**Power grid**

Pins as bars on the die edge. Tap cells in grey.
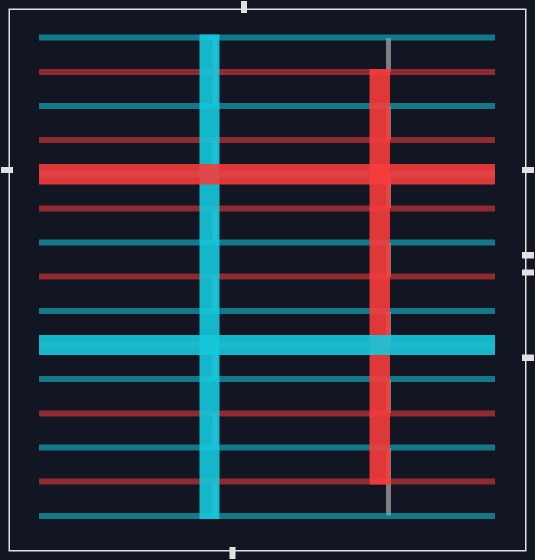
**Gate families picked out**

Bar = 10 µm.
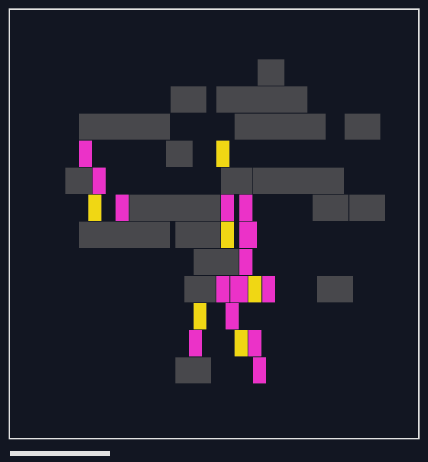
**Clock distribution**

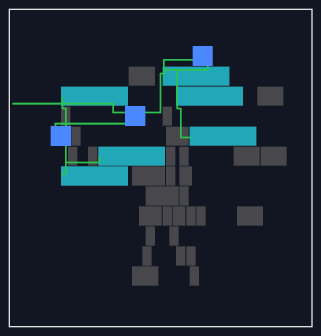
**Drive-strength map**

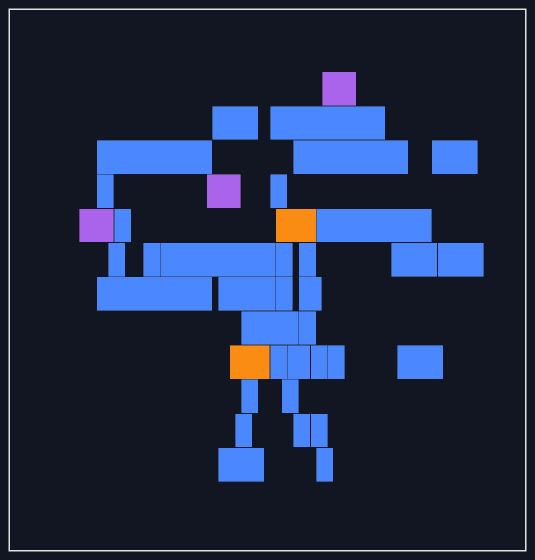
--- config.mk ---
export PLATFORM = sky130hd
export DESIGN_NAME = gray
export DESIGN_NICKNAME = d
export VERILOG_FILES = /design/src/rtl/gray.sv
export SDC_FILE = /design/constraint.sdc
export NUM_CORES = 1
export LEC_CHECK = 0
export ABC_AREA = 1
export ABC_CLOCK_PERIOD_IN_PS = 2850
export CAP_MARGIN = 20
export CORE_AREA = 2 2 39 41
export DETAILED_ROUTE_END_ITERATION = 16
export DIE_AREA = 0 0 41 43
export PLACE_DENSITY_LB_ADDON = 0.2
export SETUP_SLACK_MARGIN = 0.15
export SYNTH_ARGS = -nofsm -noshare
export SYNTH_HDL_FRONTEND = slang
export SYNTH_SLANG_ARGS = --single-unit
--- constraint.sdc ---
create_clock -name Clk -period 2.85 [get_ports Clk]
set_input_delay 0.4275 -clock Clk [delete_from_list [all_inputs] [get_ports Clk]]
set_output_delay 0.4275 -clock Clk [all_outputs]
set_load 0.02 [all_outputs]
--- src/rtl/gray.sv ---
// gray -- WIDTH-bit Gray-code counter with a sticky wrap-around flag.
//
// A binary count is kept internally and advanced on every enabled rising
// edge of Clk. The reflected-binary Gray form of the next count is computed
// ahead of the edge and captured in its own register. Output is therefore a
// pure flop output and cannot glitch.
//
// Ports:
//   Clk      in   1      single clock, rising-edge active
//   Reset    in   1      asynchronous active-low reset (0 = reset)
//   En       in   1      count enable, sampled on the rising edge of Clk
//   Output   out  WIDTH  current count in Gray code, registered
//   Overflow out  1      sticky flag, set on an enabled wrap from the max count
module gray #(
  parameter int WIDTH = 3
) (
  input  logic             Clk,
  input  logic             Reset,
  input  logic             En,
  output logic [WIDTH-1:0] Output,
  output logic             Overflow
);

  logic [WIDTH-1:0] bin_reg;
  logic [WIDTH-1:0] bin_next;
  logic [WIDTH-1:0] gray_reg;
  logic [WIDTH-1:0] gray_next;
  logic             ovf_reg;
  logic             ovf_next;
  logic             at_max;

  // All ones is the last binary value before the count wraps to zero.
  assign at_max = &bin_reg;

  always_comb begin
    bin_next = bin_reg;
    ovf_next = ovf_reg;
    if (En) begin
      bin_next = bin_reg + 1'b1;
      // Only an enabled step out of the maximum count can raise the flag.
      // Once set, the flag is never cleared here, so it stays set until reset.
      if (at_max) begin
        ovf_next = 1'b1;
      end
    end
  end

  // Gray encoding of the next count: each bit is the XOR of adjacent binary
  // bits, and the MSB passes through unchanged.
  assign gray_next[WIDTH-1] = bin_next[WIDTH-1];
  generate
    for (genvar gi = 0; gi < WIDTH - 1; gi++) begin : g_gray
      assign gray_next[gi] = bin_next[gi] ^ bin_next[gi+1];
    end
  endgenerate

  always_ff @(posedge Clk or negedge Reset) begin
    if (!Reset) begin
      bin_reg  <= '0;
      gray_reg <= '0;
      ovf_reg  <= 1'b0;
    end else begin
      bin_reg  <= bin_next;
      gray_reg <= gray_next;
      ovf_reg  <= ovf_next;
    end
  end

  assign Output   = gray_reg;
  assign Overflow = ovf_reg;

endmodule

==> impl_metrics.ini <==
; physical design summary
[yosys]
avgSynthCellArea_um2 = 8.96
ys_seq_frac = 0.541
syn_area_um2 = 278
yosys_area_um2 = 278
synth.distinct_cells = 8
ys_cells = 31

[global_route]
grtUsageTotal = 0.0728
grt_pass1_wl_um = 752
antenna_found_initial = 0

[routing]
drt_pass1_iterations = 1
drt-initial-drc-count = 0
wl_per_cell_um = 8.22
viasPerCell = 3.98
drc = 0
routed_wl_um = 452

[critical_path]
cp-endpoint = Output[2]
critPathTopFamily = buffers and inverters
worstReg2RegEnd = Output[1]$_DFF_PN0_
end_kind = output port
crit_start = bin_reg[2]$_DFF_PN0_
ff2ff_path_depth = 6
cp_data_arrival_time_ns = 1.25
cp.required_ns = 2.42
r2r_slack_ns = 1.75
worst-path-stages = 1
r2r-start = bin_reg[1]$_DFF_PN0_
cp_max_fo = 4
cp_slowest_stage_delay_ns = 0.62

[place]
dpl.hpwl_um = 393
gp_congestion = 0.633

[power_and_ir_drop]
p_total_w = 0.000444
cellLeakagePower_nw = 0.196

[clock_tree]
cts_buffers = 3
clk_pin_slew_ns = 0.04
cts_sinks = 6
clockBufferDepth = 2
cts_resized = 0
cts_hold_buf = 0
cts_tree = done
clockRootBuffer = clkbuf_4

[sta]
fmax_ghz = 0.596
rsz0062_at_grt = false
finalSetupViolations = 0
fin_crit_ns = 1.68
min_period_over_period = 0.589
fin_tns_setup_ns = 0
slew_headroom = 0.814

[final_layout]
largest_reg_flops = 3
n_antenna_cell = 0
nNetsFinal = 46
post-route-util = 0.269

[job]
tool_warnings = 26
max-cap-violations = 0

[status]
status = finished, final reports clean

[hold_path]
worstHoldPathType = in2async
-- 'power grid' (at the start) --
red -> VDD
cyan -> VSS
met4 straps = 2
rows = 14
tap cells = 16
die width: 41 µm
Die Height: 43 µm
worst vdd ir: 0.308 mV
core area: 1380 µm²

-- 'gate families picked out' (at the start) --
magenta -> nand cells  # cells 14
yellow -> inv cells  # cells 6
Final Instance Count excl. Fillers: 55
logic share of the area: 0.262
commonest non-fill, non-tap cell in the layout: nand2_1

-- 'clock distribution' (at the start) --
blue -> clock-net drivers  # count 3
cyan -> flip-flops  # count 6
green -> clock wires  # length 79.6 µm
routed clock nets = 4
Worst Skew: 0.00126 ns
clock network power: 0.0000757 W

-- 'drive-strength map' (at the start) --
blue -> x1 and smaller  # cells 34
purple -> x3 and x4  # cells 3
orange -> x2  # cells 2
Plain + repair buffers: 6
setup slack after layout: 1.17 ns
synthesis-to-layout area growth: 34.2%
Final Cell Area: 373 µm²

## cells in the final DEF, fill, tap and decap left out
cell type,instances
nand2_1,12
dfrtp_1,6
inv_1,6
clkdlybuf4s50_1,6
clkbuf_4,3
nand3_1,2
ha_1,2
o21ai_2,1
a31o_2,1
## where the power goes
group          leakage [nW]  switching [W]  internal, W
clock network        0.0138      0.0000282    0.0000475
registers            0.0687      0.0000234     0.000128
logic                 0.114       0.000120    0.0000967
total                 0.196       0.000171     0.000273
## area by class of cell
type,count,area [µm²]
flip-flops and latches,6,150
inverters,6,22.5
well taps,16,20.0
fillers,156,1010
repair buffers,6,60.1
multi-input cells,18,97.6
clock buffers,3,22.5
## routing by layer
layer | vias up | global-route usage | part of all wire
met5 | - | 0 | 0
met1 | 101 | 0.0658 | 0.40
met3 | 0 | 0.0785 | 0.095
li1 | 111 | - | -
met2 | 7 | 0.0969 | 0.50
met4 | 0 | 0.0400 | 0
## metrics by stage
stage          hold slack [ns]  setup slack (ns)  instances  instance area, µm²
6_report                 0.431              1.17         55                 373
5_1_grt                  0.438              1.12         55                 373
4_1_cts                  0.428              1.15         55                 373
3_5_place_dp             0.465              1.27         52                 350
3_3_place_gp             0.461              1.27         52                 350
2_1_floorplan            0.132              1.84         31                 278
## cells in the mapped netlist
master	count	area [µm²]
a31o_2	1	8.76
buf_4	1	7.51
inv_1	6	22.5
nand3_1	2	10.0
ha_1	2	25.0
nand2_1	12	45.0
dfrtp_1	6	150
o21ai_2	1	8.76
## logic make-up (layout without fill, tap and decap cells)
group,after synthesis,after routing,synth area share
adders and majority gates,2,2,0.0901
AOI/OAI and AO/OA,2,2,0.0631
buffers and inverters,7,15,0.108
DFF,6,6,0.541
and+or+nand+nor,14,14,0.198
Power figures rest on the tool's default switching activity, not on a simulated workload.
